## src/rtl/fetch_prefetch_queue.sv

```systemverilog
// fetch_prefetch_queue: sequential fetch into a 1-cycle imem, DEPTH-entry prefetch queue, redirect flush.
// Optional FETCH_BYPASS_EN: a response into an empty queue drives decode in the same cycle.
module fetch_prefetch_queue #(
    parameter int              XLEN     = 32,
    parameter int              ILEN     = 32,
    parameter int              DEPTH    = 4,
    parameter logic [XLEN-1:0] RESET_PC = '0
) (
    input  logic            clk,
    input  logic            rst,
    output logic            imem_req,
    output logic [XLEN-1:0] imem_addr,
    input  logic [ILEN-1:0] imem_rdata,
    input  logic            redirect_valid,
    input  logic [XLEN-1:0] redirect_pc,
    output logic            out_valid,
    input  logic            out_ready,
    output logic [ILEN-1:0] out_instr,
    output logic [XLEN-1:0] out_pc,
    output logic [XLEN-1:0] out_pc_pl4
);
    localparam int AW = $clog2(DEPTH);
    localparam int CW = AW + 1;
    logic [XLEN-1:0] fetch_pc, inflight_pc;
    logic            inflight, byp, xfer, push, pop_q;
    logic [AW-1:0]   rd_ptr, wr_ptr;
    logic [CW-1:0]   count;
    logic [CW:0]     occ;
    logic [ILEN-1:0] q_instr [DEPTH];
    logic [XLEN-1:0] q_pc    [DEPTH];

`ifdef FETCH_BYPASS_EN
    assign byp = (count == '0) && inflight;
`else
    assign byp = 1'b0;
`endif

    assign imem_addr = fetch_pc;

    // Credit counts the in-flight read so a response always has a free slot.
    always_comb begin
        out_valid  = rst & ((count != '0) | byp);
        xfer       = out_valid & out_ready;
        pop_q      = xfer & ~byp;
        push       = inflight & ~redirect_valid & ~(byp & out_ready);
        occ        = (CW+1)'(count) + (CW+1)'(inflight) - (CW+1)'(xfer);
        imem_req   = rst & ~redirect_valid & (occ < (CW+1)'(DEPTH));
        out_instr  = !rst ? '0 : byp ? imem_rdata : q_instr[rd_ptr];
        out_pc     = !rst ? '0 : byp ? inflight_pc : q_pc[rd_ptr];
        out_pc_pl4 = out_pc + XLEN'(4);
    end

    always_ff @(posedge clk) begin
        if (!rst) begin
            fetch_pc <= RESET_PC;
            count    <= '0;
            rd_ptr   <= '0;
            wr_ptr   <= '0;
            inflight <= 1'b0;
        end else if (redirect_valid) begin
            fetch_pc <= redirect_pc & ~XLEN'(3);
            count    <= '0;
            rd_ptr   <= '0;
            wr_ptr   <= '0;
            inflight <= 1'b0;
        end else begin
            inflight <= imem_req;
            if (imem_req) fetch_pc <= fetch_pc + XLEN'(4);
            count <= count + CW'(push) - CW'(pop_q);
            if (push) wr_ptr <= wr_ptr + AW'(1);
            if (pop_q) rd_ptr <= rd_ptr + AW'(1);
        end
    end

    always_ff @(posedge clk) begin
        if (imem_req) inflight_pc <= fetch_pc;
        if (push) begin
            q_instr[wr_ptr] <= imem_rdata;
            q_pc[wr_ptr]    <= inflight_pc;
        end
    end

    a_no_overflow: assert property (@(posedge clk) disable iff (!rst)
        ((CW+1)'(count) + (CW+1)'(inflight)) <= (CW+1)'(DEPTH));
endmodule
```

## config.mk

```make
export PLATFORM = sky130hd
export DESIGN_NAME = fetch_prefetch_queue
export DESIGN_NICKNAME = d
export VERILOG_FILES = /design/src/rtl/fetch_prefetch_queue.sv
export SDC_FILE = /design/constraint.sdc
export NUM_CORES = 1
export LEC_CHECK = 0
export CORE_ASPECT_RATIO = 0.8
export CORE_MARGIN = 2
export CORE_UTILIZATION = 30
export DETAILED_ROUTE_END_ITERATION = 10
export DONT_BUFFER_PORTS = 1
export SYNTH_ARGS = -nofsm -noshare
export SYNTH_HDL_FRONTEND = slang
export SYNTH_SLANG_ARGS = --single-unit
```

## constraint.sdc

```tcl
create_clock -name clk -period 5.8 [get_ports clk]
set_input_delay 1.16 -clock clk [delete_from_list [all_inputs] [get_ports clk]]
set_output_delay 1.16 -clock clk [all_outputs]
set_load 0.05 [all_outputs]
```

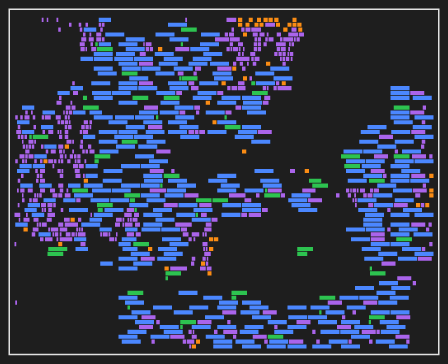
**Above:** run 1 (cells colored by class).
color	class	cells	share of their area
purple	combinational and other logic	448	27%
orange	remaining buffers and delay cells	48	2.5%
blue	sequential cells	318	63%
green	clock drivers and dummy loads	62	7.6%
core box area: 0.04331 mm^2
Row Count: 68
Final Util: 35.22%
Final Instance Area: 0.01525 mm^2
Seq area share: 60.03%

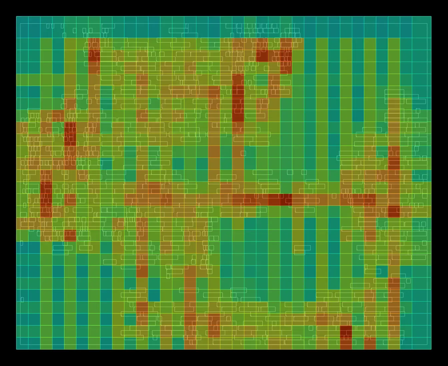
**Above:** run 1 (routing congestion).
global router's overall resource usage: 12.99%
met3 global-route usage: 4.369%

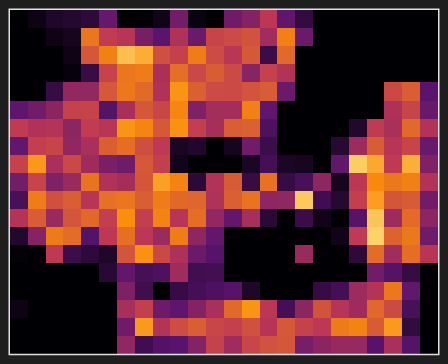
**Above:** run 1 (placement density heat map).
24 x 19 tiles, from black (low) to pale yellow (high), 0 to 100% covered.
fullest tile	90%
densest ninth of the die	west
nearly empty tiles	28%
FP Util: 30.54%

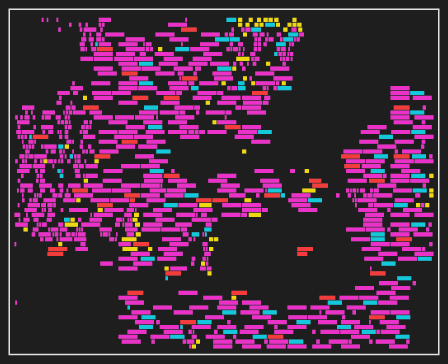
**Above:** run 1 (sizing map).
color	size	cells	share
yellow	_3 and _4 cells	66	7.5%
red	_6 and larger	41	4.7%
cyan	_2 cells	73	8.3%
magenta	_0 and _1 cells	696	79%
Buffers, non-clock: 48
setup ws final: 0.5007 ns

==> results.py, run 1 <==
# Auto-generated metrics
metrics = {
    "run_status": {
        "status": "complete, no violations",
    },
    "synthesis": {
        "adder_share_pct": 1.097,
        "synth-simple-area-share_pct": 8.872,
    },
    "layout": {
        "nClkBuffers": 43,
        "lay_top_count": "edfxtp_1",
        "sh_comb_area_pct": 25.26,
        "seq_cells": 318,
    },
    "min_path": {
        "min-delay-start": "inflight_pc[23]",
    },
    "cts": {
        "numCtsBuffers": 36,
        "cts_tree": "built",
    },
    "pwr": {
        "switching_share_pct": 23.81,
        "p_total_uw": 5058,
        "maxPowerGroup": "sequential cells",
    },
    "timing": {
        "hold_violations": 0,
        "worst_pin_slew_ns": 1.027,
    },
    "setup_path": {
        "critPathKind": "register to output pin",
    },
    "place": {
        "dp_hpwl_um": 19030,
    },
    "flow_run": {
        "maxCapViolCount": 0,
    },
    "routing": {
        "num_vias": 7052,
        "wl_met1_um": 13220,
    },
}
==> run 1 -> run 2 <==
==> constraint.sdc (replaced) <==
create_clock -name clk -period 5 [get_ports clk]
set_input_delay 1 -clock clk [delete_from_list [all_inputs] [get_ports clk]]
set_output_delay 1 -clock clk [all_outputs]
set_load 0.05 [all_outputs]
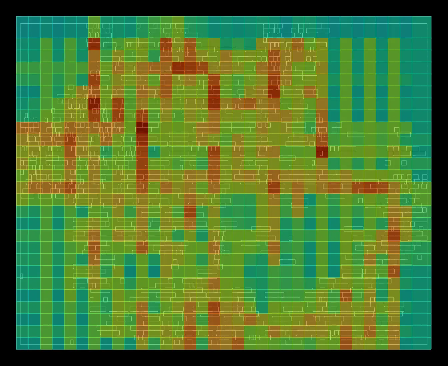
**Above:** run 2 (routing congestion).
DR WL/cell: 22.65 um
met3 global-route usage: 4.470%
met2 GRT Util: 21.60%

==> results.py, run 2 <==
# Auto-generated metrics
metrics = {
    "global_route": {
        "antenna_found_initial": 0,
        "top_usage_layer": "met2",
        "track_usage_pct": 14.31,
    },
    "layout": {
        "n_all_buffers": 57,
        "largest-register": "q_instr",
        "fin_area_mm2": 0.01562,
        "nClkBuffers": 45,
        "comb_area_mm2": 0.003976,
        "largest_reg_flops": 128,
        "sh_comb_area_pct": 25.45,
        "seq_cells": 318,
        "lay_top_count": "edfxtp_1",
        "nNonClkInverters": 18,
    },
    "flow_run": {
        "maxCapViolCount": 0,
    },
    "timing": {
        "fin_ws_ns": 0.3049,
        "hold_violations": 0,
        "skew_ns": 0.02386,
        "worst_pin_slew_ns": 1.070,
    },
    "die": {
        "die-area_mm2": 0.04580,
        "std_cell_rows": 68,
        "core_mm2": 0.04331,
    },
    "run_status": {
        "status": "complete, no violations",
    },
    "synthesis": {
        "yosysTopAreaCell": "edfxtp_1",
        "adder_share_pct": 1.097,
        "synth-simple-area-share_pct": 8.872,
        "common_cells": "278 x edfxtp_1, 59 x and2_1, 48 x mux4_2",
        "synth-edff-count": 278,
    },
    "place": {
        "portBuffers": 0,
    },
    "cts": {
        "numCtsBuffers": 36,
        "cts_tree": "built",
    },
    "pwr": {
        "switching_share_pct": 23.42,
        "maxPowerGroup": "sequential cells",
        "clock_power_share_pct": 43.6,
        "p_total_uw": 6030,
    },
    "setup_path": {
        "critPathKind": "register to output pin",
    },
    "min_path": {
        "min-delay-start": "inflight_pc[29]",
    },
    "routing": {
        "num_vias": 7149,
        "wl_met1_um": 14930,
    },
}
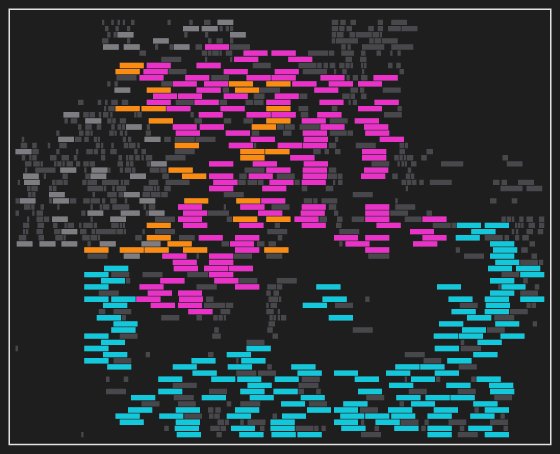
**Above:** run 2 (where the registers sit).
color	signal	sequential cells
cyan	`q_instr`	128
orange	`inflight_pc`	30
magenta	`q_pc`	120
not colored	40
register area: 0.009156 mm^2
Final Util: 36.08%
P_seq: 3060 uW
Seq area share: 58.61%

Power and IR drop assume default switching activity.
